==> config.mk <==
export PLATFORM = sky130hd
export DESIGN_NAME = memory_access_unit_flat
export DESIGN_NICKNAME = d
export VERILOG_FILES = /design/src/rtl/memory_access_unit_if.sv /design/src/rtl/memory_access_unit.sv /design/src/flat_wrapper.sv
export SDC_FILE = /design/constraint.sdc
export NUM_CORES = 1
export LEC_CHECK = 0
export ABC_AREA = 1
export CAP_MARGIN = 20
export CORE_ASPECT_RATIO = 0.6
export CORE_UTILIZATION = 49
export DETAILED_ROUTE_END_ITERATION = 6
export GPL_TIMING_DRIVEN = 0
export PLACE_DENSITY = 0.87
export SYNTH_ARGS = -nofsm -noshare
export SYNTH_HDL_FRONTEND = slang
export SYNTH_SLANG_ARGS = --single-unit
==> constraint.sdc <==
create_clock -name clk -period 4.5 [get_ports clk]
set_input_delay 0.675 -clock clk [delete_from_list [all_inputs] [get_ports clk]]
set_output_delay 0.675 -clock clk [all_outputs]
set_load 0.01 [all_outputs]
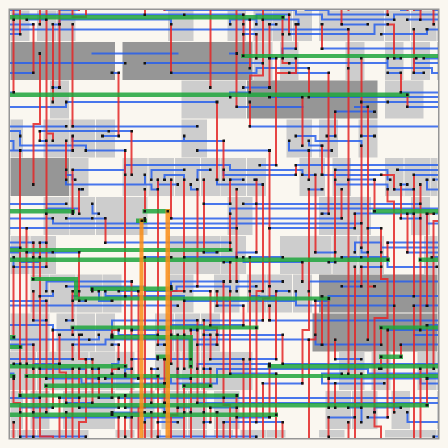
*Layout detail, run 1*
Region (63, 13) to (93, 43) um. Cells in grey, sequential cells in the stronger grey; small squares are vias.
- blue: metal 1
- green: metal 3
- orange: metal 4
- red: metal 2
- cells with their middle in the window: 93
- sequential cells in the window: 5
- most frequent: nand2_1 (23), o21ai_0 (15), nand3_1 (12)

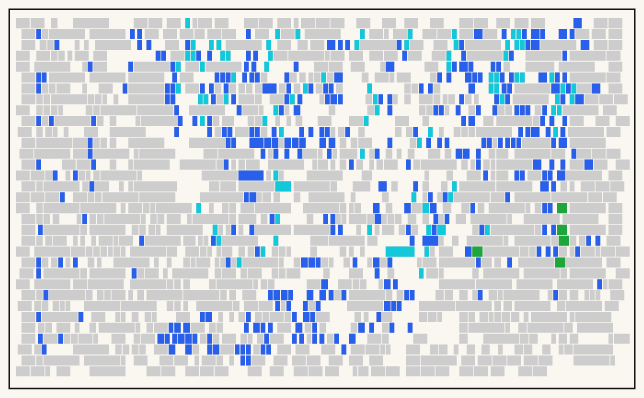
*Selected gate families, run 1*
Drawn at 4 px/um.
- cyan: nor cells (cells 83)
- blue: nand cells (cells 335; where widely spread)
- green: non-inverting ao/oa cells (cells 5; where east)
most numerous logic cell after layout: nand2_1
Layout Cells excl Fill: 1465
logic share of the area: 30.6%

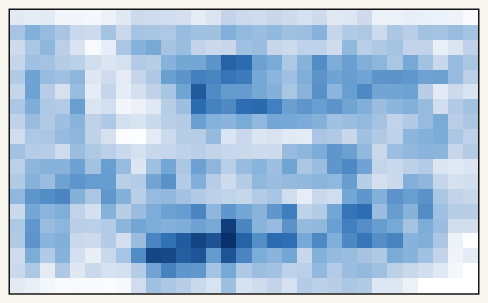
*Wiring heat map, run 1*
Drawn at 3 px/um. The die is cut into 31 by 19 equal tiles; white is low, dark blue is high, scaled to the fullest tile. Values are wire area over tile area, all layers added.
- tiles over half the peak: 23%
- mean over tiles: 0.29
- densest ninth of the die: south
- nearly empty tiles: 1.2%
vias: 7925
WL per Instance: 17.1 um
final WL: 25.1 mm
total global-route track usage: 34.4%

==> impl_metrics.ini, run 1 <==
; flow metrics
[cells_and_area]
drive_above_1_share_pct = 8.09
mi_logic_area_um2 = 3170
fill_cells = 1106
flop_area_um2 = 3000
final_util_pct = 75.2
diodes = 0
mostFrequentLayoutCells = nand2_1 (266), clkdlybuf4s50_1 (251), o21ai_0 (152)
design_area_um2 = 10400
area_growth_pct = 48.8
nNetsFinal = 1410

[clock_tree]
cts_resized = 0
clock_latency_ns = 0.42
cts_setup_buffers = 0
clk_path_buf_depth = 2
clk_pin_slew_worst_paths_ns = 0.06
clockRootBuffer = clkbuf_16
cts.sinks = 120
cts-htree-levels = 4
cts_tree = yes
cts_hold_buf = 0
cts_made_buffers = 17

[final_timing]
fin_crit_sh_pct = 93.2
fin_skew_ns = 0.0115
hold_viol = 0
drv_slew = 0
fin_crit_ns = 4.20
fmax_ghz = 0.238
fin_tns_setup_ns = 0
worst_slew_pin_slew_ns = 0.656
rsz0062_at_grt = false
finalSetupViolCount = 0
slew_headroom_pct = 56.3

[logic_synthesis]
edf_count = 0
yosysTopAreaCell = dfrtp_1
ys_cells = 986
ys.flops = 120
avgSynthCellArea_um2 = 7.07
ys.flop_type = dfrtp_1
yosysTopAreaCellShare_pct = 43.1
top_cells_by_area = dfrtp_1 (43%), nand2_1 (14%), o21ai_0 (11%), inv_1 (6.3%), nor2_1 (4.3%)
synth_cells = 986
netlist_top_cells_count = nand2_1 (266), o21ai_0 (152), dfrtp_1 (120)
ys_seq_share_pct = 43.1
yosys_area_um2 = 6970
ys_warn_count = 0
synth_cell_type_count = 35
synth_area_um2 = 6970
synth-async-reset-ratio_pct = 100
yosysMostFrequentCell = nand2_1

[status]
status = complete, no violations

[pwr]
power_leakage_uw = 0.00486
finalPower_uw = 6560
vdd_drop_max_mv = 0.331
pwr_density_cell_nw_per_um2 = 632

[global_routing]
grt_pass1_wl_mm = 38.1
grt_pass1_vias = 7393
antenna_found_initial = 1
grt_overflow_total = 0
grt_max_degree = 81

[placed_design]
place_area_um2 = 9770
hpwl_mm = 18.9
portBuffers = 252
gp_congestion = 0.943

[floorplanning]
dieArea_um2 = 14700
num_rows = 33
dieHeight_um = 94.4
initCoreUtil_pct = 50.6
die_x_um = 156
io_pins = 256
coreArea_um2 = 13800

[detailed_routing]
drc = 0
drtIter0Drc = 733
dr.pass1.iters = 5
ant_nets = 0
via_per_inst = 5.41

[worst_setup_path]
cp-start-kind = primary input
crit_required_ns = 3.83
r2r_setup_slack_ns = 2.45
worstSetupEndpointType = output pin
cp.arrival_ns = 3.52
worst-setup-path-type = primary input to output pin
rr_worst_depth = 9
cp_max_fo = 10

[run]
drv_cap = 0
warning_count = 29

[hold_path]
min_path_type = primary input to asynchronous set/reset pin
==> run 1: layout make-up <==
class	count	share of cell area [%]
clock buffer	19	4.17
buffer	59	3.21
inverter	125	4.55
tap	192	2.32
timing repair buffer	253	24.6
clock inverter	13	1.63
multi-input combinational	684	30.6
sequential	120	28.9
==> run 1: cell families (layout without fill, tap and decap cells) <==
logic type	Yosys count	count (layout)	share of synthesized area, %
buf+inv	184	469	11.5
other cells	1	3	0.0538
fa+ha+maj	5	5	0.897
compound gates	257	257	19.4
flops	120	120	43.1
simple gates	419	419	25.0
==> run 1: metal layers <==
metal	track usage, %	part of all wire, %	vias up
met5	0	0.048	-
li1	-	-	3714
met3	12.1	12	54
met2	49.6	41	467
met1	49.0	44	3688
met4	9.07	2.0	2
==> run 1: power breakdown <==
| group | internal (uW) | switching [uW] |
|---|---|---|
| Clock | 878 | 540 |
| Combinational | 1400 | 1900 |
| Sequential | 1610 | 233 |
| Total | 3890 | 2670 |
==> run 1: critical path: stages <==
cell and delay (ns):
clkdlybuf4s50_1 0.48, nor2_1 0.18, buf_2 0.26, buf_2 0.28
a21oi_1 0.11, ha_1 0.20, or2_2 0.29, nand3_1 0.18
o211ai_1 0.15, o21ai_1 0.12, clkdlybuf4s50_1 0.59
==> run 1: stage by stage <==
step | hold slack (ns) | cells | worst slack [ns]
after floorplan | 0.379 | 988 | 1.70
after global placement | 0.464 | 1432 | -3.17
after detailed placement | 0.473 | 1433 | 0.394
after CTS | 0.178 | 1465 | 0.346
after global routing | 0.199 | 1465 | 0.132
final | 0.170 | 1465 | 0.304
## Run 2: what changed since run 1
- HOLD_SLACK_MARGIN: unset -> 0.02
- PLACE_DENSITY: 0.87 -> 0.84
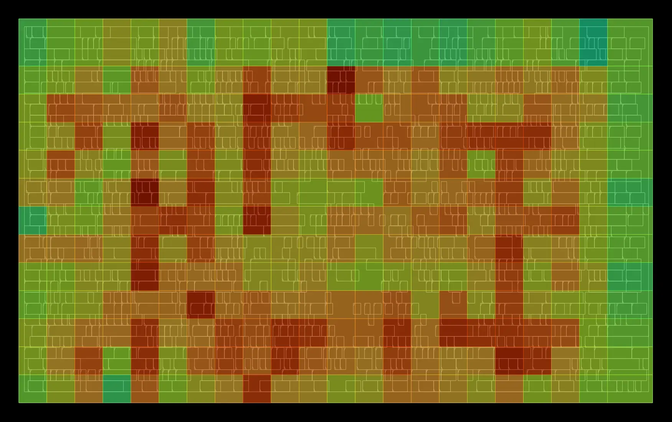
*Track usage over the die, run 2*
fin util: 75.1%
WL per Instance: 17.6 um
GRT Max-Usage Layer: met1
total global-route track usage: 35.3%

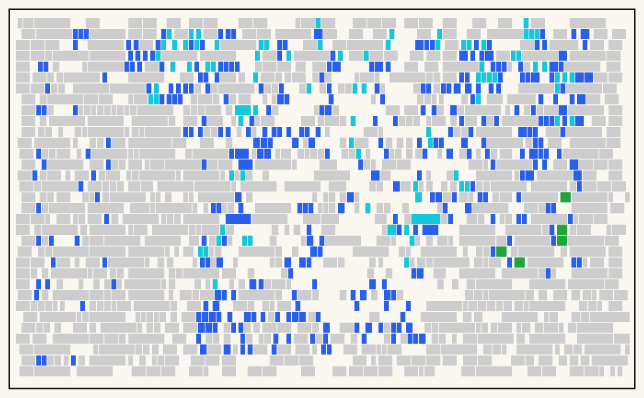
*Selected gate families, run 2*
Drawn at 4 px/um.
- cyan: nor cells (cells 83)
- green: non-inverting ao/oa cells (cells 5; where east)
- blue: nand cells (cells 335; where widely spread)
logic share of the area: 30.7%

==> impl_metrics.ini, run 2 <==
; flow metrics
[worst_setup_path]
crit_required_ns = 3.83
cp-start-kind = primary input
rr_worst_depth = 9
cp_max_fo = 10
r2r_setup_slack_ns = 2.42

[final_timing]
fin_skew_ns = 0.00864
rsz0062_at_grt = false
fmax_ghz = 0.234
hold_viol = 0
timing.hold.ws_ns = 0.124
fin_crit_ns = 4.28
drv_slew = 0
fin_crit_sh_pct = 95.1
slew_headroom_pct = 58.4

[floorplanning]
num_rows = 33
die_x_um = 156
coreArea_um2 = 13800
dieArea_um2 = 14700

[detailed_routing]
dr.pass1.iters = 6
via_per_inst = 5.30
ant_nets = 0

[cells_and_area]
design_area_um2 = 10400
mostFrequentLayoutCells = nand2_1 (266), clkdlybuf4s50_1 (251), o21ai_0 (152)
final_cells = 1465
area_growth_pct = 48.4
diodes = 0

[global_routing]
grt_pass1_vias = 7119
grt_overflow_total = 0
antenna_found_initial = 0
grt_max_degree = 94

[logic_synthesis]
ys.flops = 120
synth_cells = 986
ys_warn_count = 0
edf_count = 0
avgSynthCellArea_um2 = 7.07
ys_seq_share_pct = 43.1
ys.flop_type = dfrtp_1
synth_area_um2 = 6970
yosysMostFrequentCell = nand2_1
synth_cell_type_count = 35
synth-async-reset-ratio_pct = 100

[placed_design]
gp_congestion = 0.992
dp_cells = 1433
place_area_um2 = 9770
portBuffers = 252
hpwl_mm = 19.4

[status]
status = complete, no violations

[clock_tree]
cts_setup_buffers = 0
cts_tree = yes
clk_path_buf_depth = 2
cts-htree-levels = 4
clk_pin_slew_worst_paths_ns = 0.06
cts.sinks = 120
cts_hold_buf = 0
cts_made_buffers = 17

[pwr]
vdd_drop_max_mv = 0.284
power_leakage_uw = 0.00485
pwr_density_cell_nw_per_um2 = 632

[run]
warning_count = 29
drv_cap = 0
run 2: cell counts after synthesis:
Identical to the previous run, type by type.
run 2: per-stage QoR:
step / setup slack (ns) / setup TNS, ns
after floorplan: 1.70 / 0
after global placement: -3.24 / -681.95
after detailed placement: 0.369 / 0
after CTS: 0.262 / 0
after global routing: 0.118 / 0
final: 0.222 / 0
run 2: critical path, cell delays in order:
cell and delay [ns]:
clkdlybuf4s50_1 0.49, nor2_1 0.17, buf_2 0.26, buf_2 0.28, a21oi_1 0.10, ha_1 0.19, or2_2 0.30, nand3_1 0.19
o21ai_0 0.16, o21ai_0 0.13, clkdlybuf4s50_1 0.65
run 2: final cells by class:
type | count | area (um2)
tap | 192 | 240
clock inverter | 14 | 139
timing repair buffer | 253 | 2550
inverter | 125 | 472
clock buffer | 18 | 439
buffer | 59 | 333
multi-input combinational | 684 | 3170
sequential | 120 | 3000
fill | 1097 | 3440
run 2: cells by family after synthesis:
kind of cell | count (synthesis) | share of synthesized area, %
flip-flops | 120 | 43.1
AND-OR/OR-AND | 257 | 19.4
buffers and inverters | 184 | 11.5
adder cells (fa/ha/maj) | 5 | 0.897
AND/OR/NAND/NOR | 419 | 25.0
other | 1 | 0.0538
run 2: power by group:
group / internal (uW) / switching (uW)
logic: 1400 / 1940
clock network: 788 / 572
registers: 1610 / 233
run 2: layer usage:
layer | global-route usage (%) | vias up | wire length, um
met3 | 10.9 | 32 | 2900
li1 | - | 3711 | -
met4 | 7.43 | 0 | 284
met2 | 49.8 | 389 | 10600
met5 | 0 | - | 0
met1 | 52.7 | 3637 | 11900
Power is estimated from default activity; no workload was simulated.
